<file path="config.mk">
export PLATFORM = sky130hd
export DESIGN_NAME = ps2_host_tx
export DESIGN_NICKNAME = d
export VERILOG_FILES = /design/src/rtl/ps2_host_tx_pkg.sv /design/src/rtl/ps2_host_tx_line_sync.sv /design/src/rtl/ps2_host_tx.sv
export SDC_FILE = /design/constraint.sdc
export NUM_CORES = 1
export LEC_CHECK = 0
export CELL_PAD_IN_SITES_DETAIL_PLACEMENT = 0
export CELL_PAD_IN_SITES_GLOBAL_PLACEMENT = 1
export CORE_AREA = 2 2 78 80
export DETAILED_ROUTE_END_ITERATION = 16
export DIE_AREA = 0 0 80 82
export PLACE_DENSITY = 0.78
export SLEW_MARGIN = 20
export SYNTH_ARGS = -nofsm -noshare
export SYNTH_HDL_FRONTEND = slang
export SYNTH_SLANG_ARGS = --single-unit
</file>
<file path="constraint.sdc">
create_clock -name clock -period 2.65 [get_ports clock]
set_input_delay 0.53 -clock clock [delete_from_list [all_inputs] [get_ports clock]]
set_output_delay 0.53 -clock clock [all_outputs]
set_load 0.02 [all_outputs]
</file>
<file path="src/rtl/ps2_host_tx_pkg.sv">
// Shared PS/2 definitions: transmit FSM states, error codes, command bytes.
// Latency: n/a (definitions only).
// Backpressure: n/a.
package ps2_host_tx_pkg;

    localparam int CNT_W = 20;

    typedef enum logic [3:0] {
        ST_IDLE,
        ST_INHIBIT,
        ST_RTS,
        ST_START,
        ST_DATA,
        ST_PARITY,
        ST_STOP_ACK,
        ST_WAIT_IDLE,
        ST_DONE,
        ST_ERROR
    } state_t;

    localparam logic [1:0] ERR_OK      = 2'b00;
    localparam logic [1:0] ERR_TIMEOUT = 2'b01;
    localparam logic [1:0] ERR_NOACK   = 2'b10;

    localparam logic [7:0] CMD_SET_LED = 8'hED;
    localparam logic [7:0] CMD_RESET   = 8'hFF;

endpackage

</file>
<file path="src/rtl/ps2_host_tx_line_sync.sv">
// Two-flop synchronizer for the PS/2 clock/data pins plus a falling-edge pulse on clock.
// Latency: 2 cycles pin-to-sync, fall pulse valid in the cycle clk_sync first reads 0.
// Backpressure: none; free-running.
module ps2_host_tx_line_sync (
    input  logic clock,
    input  logic resetn,
    input  logic clk_in,
    input  logic data_in,
    output logic clk_sync,
    output logic data_sync,
    output logic clk_fall
);

    logic clk_meta;
    logic data_meta;
    logic clk_sync_d;

    // Idle PS/2 lines are high, so reset to 1 to avoid a false fall after reset.
    always_ff @(posedge clock or negedge resetn) begin
        if (!resetn) begin
            clk_meta   <= 1'b1;
            clk_sync   <= 1'b1;
            clk_sync_d <= 1'b1;
            data_meta  <= 1'b1;
            data_sync  <= 1'b1;
        end else begin
            clk_meta   <= clk_in;
            clk_sync   <= clk_meta;
            clk_sync_d <= clk_sync;
            data_meta  <= data_in;
            data_sync  <= data_meta;
        end
    end

    assign clk_fall = clk_sync_d & ~clk_sync;

endmodule

</file>
<file path="src/rtl/ps2_host_tx.sv">
// Host-to-device PS/2 transmitter: inhibit, request-to-send, 8 data + odd parity + stop, ACK check.
// Latency: INHIBIT_CYCLES + 1 before device clocking; pin drive follows each device fall by 3-4 cycles.
// Backpressure: tx_ready only in IDLE; tx_valid while busy is dropped, watchdog aborts a stalled device.
module ps2_host_tx
    import ps2_host_tx_pkg::*;
#(
    parameter int INHIBIT_CYCLES = 6000,
    parameter int TIMEOUT_CYCLES = 750000
) (
    input  logic       clock,
    input  logic       resetn,
    input  logic [7:0] tx_data,
    input  logic       tx_valid,
    output logic       tx_ready,
    output logic       tx_busy,
    output logic       tx_done,
    output logic       tx_error,
    output logic [1:0] err_code,
    input  logic       ps2_clk_in,
    input  logic       ps2_data_in,
    output logic       ps2_clk_oe,
    output logic       ps2_data_oe
);

    localparam logic [CNT_W-1:0] INHIBIT_LAST = CNT_W'(INHIBIT_CYCLES - 1);
    localparam logic [CNT_W-1:0] TIMEOUT_LAST = CNT_W'(TIMEOUT_CYCLES - 1);

    logic clk_sync;
    logic data_sync;
    logic clk_fall;

    ps2_host_tx_line_sync u_line_sync (
        .clock     (clock),
        .resetn    (resetn),
        .clk_in    (ps2_clk_in),
        .data_in   (ps2_data_in),
        .clk_sync  (clk_sync),
        .data_sync (data_sync),
        .clk_fall  (clk_fall)
    );

    state_t           state, state_nxt;
    logic [CNT_W-1:0] cnt, cnt_nxt;
    logic [3:0]       edge_cnt, edge_cnt_nxt;
    logic [7:0]       shreg, shreg_nxt;
    logic             parity, parity_nxt;
    logic [1:0]       err_q, err_nxt;
    logic             wd_active;
    logic             wd_expired;

    always_ff @(posedge clock or negedge resetn) begin
        if (!resetn) begin
            state    <= ST_IDLE;
            cnt      <= '0;
            edge_cnt <= '0;
            shreg    <= '0;
            parity   <= 1'b0;
            err_q    <= ERR_OK;
        end else begin
            state    <= state_nxt;
            cnt      <= cnt_nxt;
            edge_cnt <= edge_cnt_nxt;
            shreg    <= shreg_nxt;
            parity   <= parity_nxt;
            err_q    <= err_nxt;
        end
    end

    assign wd_active  = (state == ST_START) || (state == ST_DATA) || (state == ST_PARITY) ||
                        (state == ST_STOP_ACK) || (state == ST_WAIT_IDLE);
    // A fall in the expiry cycle counts as progress and wins over the timeout.
    assign wd_expired = wd_active && !clk_fall && (cnt == TIMEOUT_LAST);

    always_comb begin
        state_nxt    = state;
        cnt_nxt      = cnt + 1'b1;
        edge_cnt_nxt = edge_cnt;
        shreg_nxt    = shreg;
        parity_nxt   = parity;
        err_nxt      = err_q;
        tx_ready     = 1'b0;
        tx_done      = 1'b0;
        tx_error     = 1'b0;
        ps2_clk_oe   = 1'b0;
        ps2_data_oe  = 1'b0;

        case (state)
            ST_IDLE: begin
                tx_ready = 1'b1;
                cnt_nxt  = '0;
                if (tx_valid) begin
                    shreg_nxt  = tx_data;
                    parity_nxt = ~^tx_data;
                    err_nxt    = ERR_OK;
                    state_nxt  = ST_INHIBIT;
                end
            end
            ST_INHIBIT: begin
                ps2_clk_oe = 1'b1;
                if (cnt == INHIBIT_LAST) state_nxt = ST_RTS;
            end
            ST_RTS: begin
                ps2_clk_oe   = 1'b1;
                ps2_data_oe  = 1'b1;
                edge_cnt_nxt = '0;
                state_nxt    = ST_START;
            end
            ST_START: begin
                ps2_data_oe = 1'b1;
                if (clk_fall) begin
                    edge_cnt_nxt = 4'd1;
                    state_nxt    = ST_DATA;
                end
            end
            ST_DATA: begin
                ps2_data_oe = ~shreg[0];
                if (clk_fall) begin
                    edge_cnt_nxt = edge_cnt + 1'b1;
                    if (edge_cnt == 4'd8) state_nxt = ST_PARITY;
                    else                  shreg_nxt = {1'b0, shreg[7:1]};
                end
            end
            ST_PARITY: begin
                ps2_data_oe = ~parity;
                if (clk_fall) begin
                    edge_cnt_nxt = edge_cnt + 1'b1;
                    state_nxt    = ST_STOP_ACK;
                end
            end
            // Data released as the stop bit; the next fall carries the device ACK.
            ST_STOP_ACK: begin
                if (clk_fall) begin
                    edge_cnt_nxt = edge_cnt + 1'b1;
                    if (!data_sync) begin
                        state_nxt = ST_WAIT_IDLE;
                    end else begin
                        err_nxt   = ERR_NOACK;
                        state_nxt = ST_ERROR;
                    end
                end
            end
            ST_WAIT_IDLE: begin
                if (clk_sync && data_sync) state_nxt = ST_DONE;
            end
            ST_DONE: begin
                tx_done   = 1'b1;
                state_nxt = ST_IDLE;
            end
            ST_ERROR: begin
                tx_error  = 1'b1;
                state_nxt = ST_IDLE;
            end
            default: state_nxt = ST_IDLE;
        endcase

        if (wd_expired) begin
            err_nxt   = ERR_TIMEOUT;
            state_nxt = ST_ERROR;
        end

        if ((state_nxt != state) || (wd_active && clk_fall)) cnt_nxt = '0;
    end

    assign tx_busy  = ~tx_ready;
    assign err_code = err_q;

endmodule

</file>
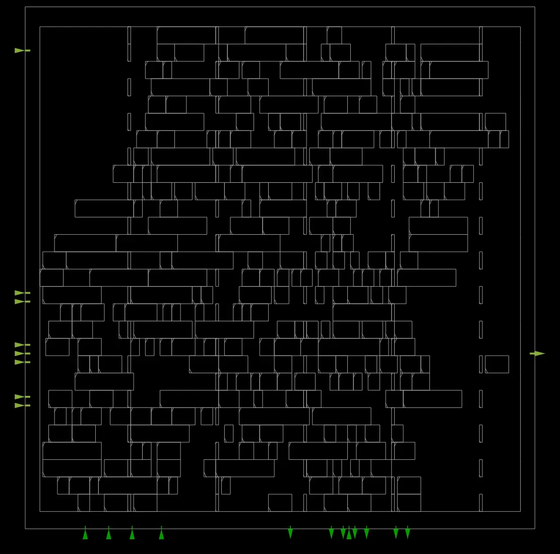
run_1/final_placement.png
Finished Core Util: 51.5%
flop share of the area: 37.5%
non-filler instance count after layout: 362
Flop Count: 44

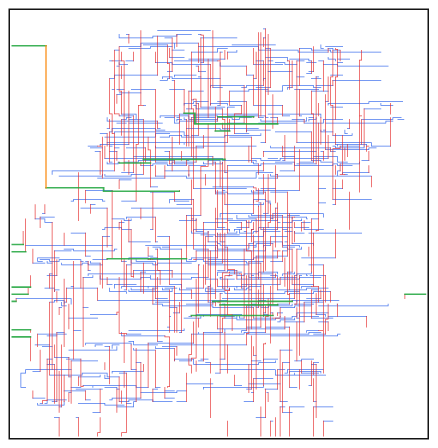
run_1/metal_stack.png
met3: drawn in green, wire length 164 um. met1: drawn in blue, wire length 2,630 um. met2: drawn in red, wire length 2,330 um. met4: drawn in orange, wire length 27.2 um.

==> summary.txt, run 1 <==
RSZ-0062 raised after global routing = false
Max_cap viols = 0
# DRC = 0
ANT cells = 0
WP data required = 2.12 ns
Main synth FF type = dfrtp_1
Vias in the first global route = 1,869
Outcome = finished, final reports clean
CP Class = register to output pin
Relative slew slack = 35.8%
Delay-heaviest family, CP = buffers and inverters
Total die size = 0.00656 mm^2
Initial core utilization = 43.7%
I/O pin total = 21
CTS max path bufs = 2
Yosys top cell area share = 38.8%
Latency at later pin = 0.30 ns
R2R depth = 5
Syn_area_per_cell = 9.48 um^2
Largest logic family = simple AND/OR/NAND/NOR gates
FF-to-FF End = cnt[4]
CTS tree = built
Pleak = 0.00118 uW
Power Total = 1460 uW
WL/cell = 14.2 um
GR Util All Layers = 17.5%
Mux share = 3.19%
Fmax = 405 MHz
Hold Crit Class = register to register
Post-route cell area = 0.00296 mm^2
First-pass GRT wire length = 8.91 mm
Worst Path Buf+Inv = 2
Reg2reg start = cnt[4]
Ys Warns = 0
Flip-flops with a built-in enable = 0
Pwr per Cell Area = 495 mW/mm^2
Distinct cells, synth = 53
Tcrit/Tclk final = 93.2%
CORE AREA = 0.00575 mm^2
Cells after Synth = 265
Initial DRC Count = 158
Drt total wl = 5.15 mm
Type of origin of the critical path = register
Aoi share = 13.7%
Area Growth Syn to Fin = 17.8%
# setup viols final = 0
Setup TNS = 0 ns
DIE HEIGHT = 82 um
PortBufs = 20
Post-route antenna net violation count = 0
Tool warnings = 27
Nets = 302
Root buffer cell = clkbuf_8
Num CTS Buffers = 5
Mapped Area = 0.00251 mm^2
Fillers = 549
Hold wc startpoint = u_line_sync.clk_meta
Critical path's largest stage delay = 0.66 ns
Die X = 80 um
Via count = 1,960
Htree depth = 2
Row count = 28
WHS Path Cells = 0
Synthesis area per yosys = 0.00251 mm^2
Critical path fanouts, max = 7
Final min period = 2.47 ns
Syn_nets = 281
Slowest-stage cell, CP = clkdlybuf4s50_1
Yosys top cell by area = dfrtp_1
Max IR drop VDD = 0.000283 V
First-pass DRT Iterations = 4
Commonest Layout Cell = dfrtp_1
Synth Seq Share = 44.1%
HPWL Detailed = 3.69 mm
Yosys Instances = 265
RD Place Congestion = 0.789
Worst-Margin Slew = 0.963 ns
Synth Area in XOR/XNOR = 9.06%
Setup crit end kind = output pin
Ranking of synthesized cells by area = dfrtp_1 (39%), xnor2_1 (5.9%), dfstp_2 (5.2%)
Ys async rst share = 100%
Simple share = 23.6%
Most frequent cells in the layout = dfrtp_1 (37), nand2_1 (31), nor2_1 (26)
Total grt overflow = 0
Layout cell share with drive strength beyond 1 = 12.9%
Setup Buffers After CTS = 0
Final Skew = 0.0150 ns
Clk pin slew, worst setup/hold paths = 0.09 ns
Initial antenna violation count = 0
Crit path from = state[1]
Final hold viol count = 0
Placement Cell Area = 0.00279 mm^2
Avg Vias per Cell = 5.41
Post-Synth Adder-Cell Area = 1.49%
Clk sinks = 44
CP cell instances = buf_4 -> nor4b_1 -> clkdlybuf4s50_1
R2R Setup Slk = 0.22 ns
Ys flops = 44
Hold worst-path end = u_line_sync.clk_sync
Arr. time, crit path = 1.94 ns
Max Slew Vio Count = 0
Largest net degree at the start of global routing = 45
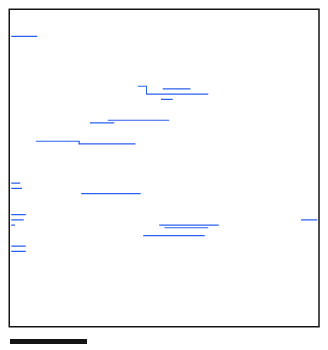
run_1/met3.png
The bar under the picture is 20 um long.
The layer carries 164 um of wire. The layer holds 3.2% of the routed length.

==> run 1: state kept, by name, summed over array words and instances (netlist names) <==
name and count:
err_code 2, u_line_sync.clk_meta 1, cnt 20, u_line_sync.clk_sync_d 1
parity 1, state 4, u_line_sync.data_meta 1, edge_cnt 4
shreg 8, u_line_sync.clk_sync 1, u_line_sync.data_sync 1
==> run 1: synthesized netlist by cell type, types with 3 or more instances <==
| cell | count |
|---|---|
| dfrtp_1 | 39 |
| nand2_1 | 31 |
| nor2_1 | 26 |
| xnor2_1 | 17 |
| o21ai_0 | 14 |
| a211oi_1 | 12 |
| nand3_1 | 10 |
| clkbuf_1 | 9 |
| xor2_1 | 9 |
| a21oi_1 | 8 |
| mux2i_1 | 8 |
| inv_1 | 7 |
| nor3_1 | 7 |
| dfstp_2 | 5 |
| nand4_1 | 4 |
| nor2b_1 | 4 |
| a31oi_1 | 3 |
| and2_1 | 3 |
| clkbuf_8 | 3 |
| ha_1 | 3 |
| or4_1 | 3 |
==> run 1: layer usage <==
layer	share of wire, %	vias to the layer above	GRT usage [%]
met4	0.52	0	4.58
met3	3.2	2	3.30
met2	45	29	26.1
li1	-	980	-
met5	0	-	0
met1	51	949	26.0
==> run 1: worst max path at each step <==
stage	endpoint	slack, ns	depth (start not counted)
after CTS	ps2_data_oe	0.01	5
after global routing	ps2_data_oe	0.04	5
after floorplan	tx_busy	0.27	4
after detailed placement	cnt[4]	0.29	5
after global placement	shreg[4]	0.32	6
final	tx_error	0.18	3
==> run 1: timing repair <==
action / 4_1_cts / 5_1_grt
hold buffers: 0 / 0
endpoints found under the hold margin: 0 / 0
gates resized: 0 / 3
setup endpoints to repair: 0 / 4
==> run 1: layout make-up <==
class,instances,area [um^2],area share [%]
well taps,75,93.8,3.17
inverters,7,26.3,0.888
clock inverters,3,90.1,3.04
repair buffers,30,283,9.55
flip-flops and latches,44,1110,37.5
multi-input cells,198,1290,43.5
clock buffers,5,68.8,2.32
==> run 1: per-stage QoR <==
step	hold WS, ns	setup WS, ns	utilization (%)	cells
floorplan	0.234	0.269	-	265
global placement	0.346	0.317	48.6	354
detailed placement	0.347	0.286	48.6	354
CTS	0.360	0.0134	51.4	362
global route	0.363	0.0400	51.5	362
finish	0.359	0.180	51.5	362
==> run 1: where the power goes <==
group,internal (uW),switching [uW]
Clock,471,234
Combinational,34.7,34.7
Sequential,683,6.06
Total,1190,275
==> run 1: logic make-up after synthesis <==
logic type | count (synthesis)
AND/OR/NAND/NOR | 110
AND-OR/OR-AND | 51
buffers and inverters | 23
adder cells (fa/ha/maj) | 3
flip-flops | 44
multiplexers | 8
XOR/XNOR | 26
run_1/clock_map.png
The bar under the picture is 20 um long.
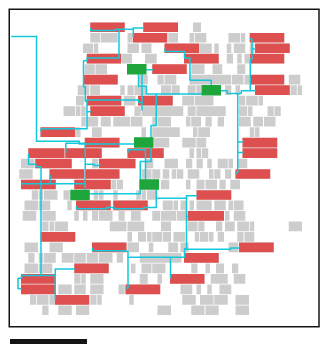

## Run 2: what changed since run 1
- clock period: 2.65 -> 2.4 ns (I/O delays scaled with it)
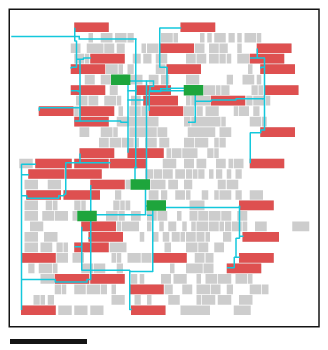
run_2/clock_map.png
The bar under the picture is 20 um long.
flip-flops: drawn in red, count 44. clock wires: drawn in cyan, length 571 um. cells driving clock nets: drawn in green, count 5.
Position of the flops: widely spread. There are 6 routed clock nets.
Final Skew: 0.00641 ns
Latency at later pin: 0.30 ns
clock power share: 40.2%
P_clk: 565 uW

==> run 2 against run 1 <==
  * Global-route usage increased by 0.39 points
  * Clock power is about 20% lower
  * Synthesized area is the same
  * Hold slack worse by 0.25 ns
  * Via count increased by 2.4%
  * Power shrank 4.0%
  * Die size is the same
  * Combinational power grew 16%
==> summary.txt, run 2 <==
Outcome = finished, final reports clean
Final hold viol count = 0 (unchanged)
Synthesis area per yosys = 0.00251 mm^2 (unchanged)
Area Growth Syn to Fin = 21.9%
RD Place Congestion = 0.886 (+12%)
CTS max path bufs = 2 (unchanged)
Clk pin slew, worst setup/hold paths = 0.08 ns (about the same)
Ys Warns = 0 (unchanged)
ANT cells = 0 (unchanged)
First-pass DRT Iterations = 4 (unchanged)
DIE HEIGHT = 82 um (unchanged)
Ranking of synthesized cells by area = dfrtp_1 (39%), xnor2_1 (5.9%), dfstp_2 (5.2%)
Pleak = 0.00127 uW (+8.2%)
Synth Seq Share = 44.1% (unchanged)
Hold-fix buffers, CTS = 0 (unchanged)
Worst-Margin Slew = 0.490 ns (-0.473 ns)
Mapped Area = 0.00251 mm^2 (unchanged)
Vias in the first global route = 1,902 (+1.8%)
Logic pwr share = 5.7% (+1.0 points)
Max Slew Vio Count = 0 (unchanged)
Yosys top cell by instances = dfrtp_1
# setup viols final = 0 (unchanged)
Setup crit end kind = output pin
Worst Setup Slack, final = 0.0656 ns (-0.115 ns)
Layout cell share with drive strength beyond 1 = 17.8% (+4.9 points)
PortBufs = 20 (unchanged)
Most flop-heavy register = cnt
HPWL Detailed = 3.87 mm (+4.9%)
Crit path from = state[1]
Fmax = 428 MHz
Nets = 319 (+5.6%)
Num CTS Buffers = 5 (unchanged)
Commonest Layout Cell = dfrtp_1
I/O pin total = 21 (unchanged)
DP Cell Count = 365 (+3.1%)
Cells after Synth = 265 (unchanged)
Critical path fanouts, max = 11 (+4)
Hold Crit Class = primary input to async pin
Avg Vias per Cell = 5.30 (-2.2%)
Distinct cells, synth = 53 (unchanged)
Post-route antenna net violation count = 0 (unchanged)
Largest net degree at the start of global routing = 21 (-53%)
Top Registers = cnt x20, shreg x8
Synth cell count leaders = dfrtp_1 (39), nand2_1 (31), nor2_1 (26), xnor2_1 (17), o21ai_0 (14)
Via count = 2,007 (+2.4%)
Tool warnings = 27 (unchanged)
First-pass GRT wire length = 9.11 mm (+2.2%)
Flip-flops with a built-in enable = 0 (unchanged)
Yosys Instances = 265 (unchanged)
Tcrit/Tclk final = 97.3%
Pint = 1100 uW (-7.2%)
Drt total wl = 5.44 mm (+5.5%)
Total die size = 0.00656 mm^2 (unchanged)
Clk sinks = 44 (unchanged)
Ys async rst share = 100% (unchanged)
Arr. time, crit path = 1.85 ns (-0.09 ns)
Non-filler instance count after layout = 379 (+4.7%)
CTS tree = built
Root buffer cell = clkbuf_8
Switch Pwr = 302 uW (+10%)
Initial core utilization = 43.7% (unchanged)
Max IR drop VDD = 0.000249 V (-12%)
WL/cell = 14.3 um (+0.74%)
CP Class = register to output pin
Ys flops = 44 (unchanged)
Syn_area_per_cell = 9.48 um^2 (unchanged)
Total grt overflow = 0 (unchanged)
Pwr per Cell Area = 459 mW/mm^2 (-7.1%)
Die X = 80 um (unchanged)
Relative slew slack = 67.3% (+32 points)
Max_cap viols = 0 (unchanged)
Reg2reg start = cnt[4]
WP data required = 1.92 ns (-0.20 ns)
# DRC = 0 (unchanged)
Switching share of total power = 21.5% (+2.7 points)
Flop pwr share = 54.1% (+7.0 points)
Final min period = 2.33 ns
Power Total = 1410 uW (-4.0%)
RSZ-0062 raised after global routing = false
Yosys top cell by area = dfrtp_1
Syn_nets = 281 (unchanged)
Main synth FF type = dfrtp_1
Initial antenna violation count = 0 (unchanged)
Row count = 28 (unchanged)
Yosys top cell area share = 38.8% (unchanged)
Initial DRC Count = 102 (-35%)
Max reg flops = 20 (unchanged)
Htree depth = 2 (unchanged)
Type of origin of the critical path = register
Finished Core Util = 53.3% (+1.8 points)
Most frequent cells in the layout = dfrtp_1 (37), nand2_1 (31), nor2_1 (26)
CORE AREA = 0.00575 mm^2 (unchanged)
GR Util All Layers = 17.9% (+0.39 points)
Setup TNS = 0 ns (unchanged)
Post-place setup slack = 0.0368 ns (-0.250 ns)
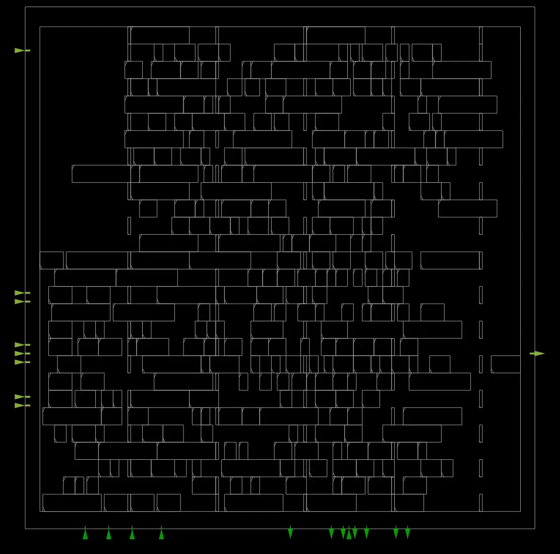
run_2/final_placement.png
fillers: 540
Tapcells: 75

run 2: cell types whose count changed in the layout (fill, tap and decap cells not counted), sizes merged:
| cell | change |
|---|---|
| buf | +16 |
| bufinv | -2 |
| clkdlybuf4s50 | -4 |
| clkinv | +1 |
| clkinvlp | +1 |
| dlygate4sd2 | +1 |
| dlymetal6s2s | +3 |
| o22a | +1 |
run 2: stage by stage:
step	cell area [um^2]	hold WS, ns
floorplan	2510	0.184
global placement	2880	0.346
detailed placement	2880	0.347
CTS	2990	0.111
global route	3060	0.115
finish	3060	0.104
run 2: routing by layer:
layer / vias to the layer above / wire length [um] / track usage [%]
met5: - / 0 / 0
met4: 0 / 60 / 5.08
met2: 29 / 2460 / 28.2
li1: 1020 / - / -
met1: 954 / 2770 / 25.1
met3: 4 / 144 / 3.30
run 2: final timing paths:
check                                   endpoint  cells past startpoint  slack, ns
max                                      tx_done                      2       0.07
min                                     shreg[3]                      1       0.10
max reg2reg                               cnt[1]                      7       0.11
min reg2reg                u_line_sync.data_sync                      0       0.36
max in group asynchronous  u_line_sync.data_meta                      2       1.69
min in group clock         u_line_sync.data_sync                      0       0.36
run 2: area by class of cell:
| type | count | area (um^2) | area share [%] |
|---|---|---|---|
| multi-input combinational | 199 | 1310 | 42.8 |
| sequential | 44 | 1110 | 36.2 |
| timing repair buffer | 46 | 409 | 13.4 |
| tap | 75 | 93.8 | 3.06 |
| clock buffer | 5 | 68.8 | 2.25 |
| clock inverter | 3 | 42.5 | 1.39 |
| inverter | 7 | 26.3 | 0.858 |
run 2: cells by family after synthesis:
| group | after synthesis | share of synthesized area (%) |
|---|---|---|
| simple gates | 110 | 23.6 |
| compound gates | 51 | 13.7 |
| flops | 44 | 44.1 |
| xor+xnor | 26 | 9.06 |
| buf+inv | 23 | 4.88 |
| mux | 8 | 3.19 |
| fa+ha+maj | 3 | 1.49 |
run 2: what timing repair did:
item                                    4_1_cts  5_1_grt
pin swaps                                     0        2
endpoints found under the setup margin        4       14
setup buffers                                 0        5
resized                                       3        6
gates cloned                                  0        1
run 2: worst max-delay path, cell delays in order, from the launching register on:
cell	delay (ns)
dfrtp_1	0.54
nor4b_1	0.36
clkdlybuf4s50_1	0.66
run 2: power groups by stage:
stage,Combinational (uW),Clock (uW),Sequential (uW)
6_report,80.5,565,761
3_5_place_dp,82.2,0,776
2_1_floorplan,36.5,0,774
5_1_grt,90.6,612,763
4_1_cts,82.4,585,761
3_3_place_gp,82.4,0,775
Power is estimated from default activity; no workload was simulated.
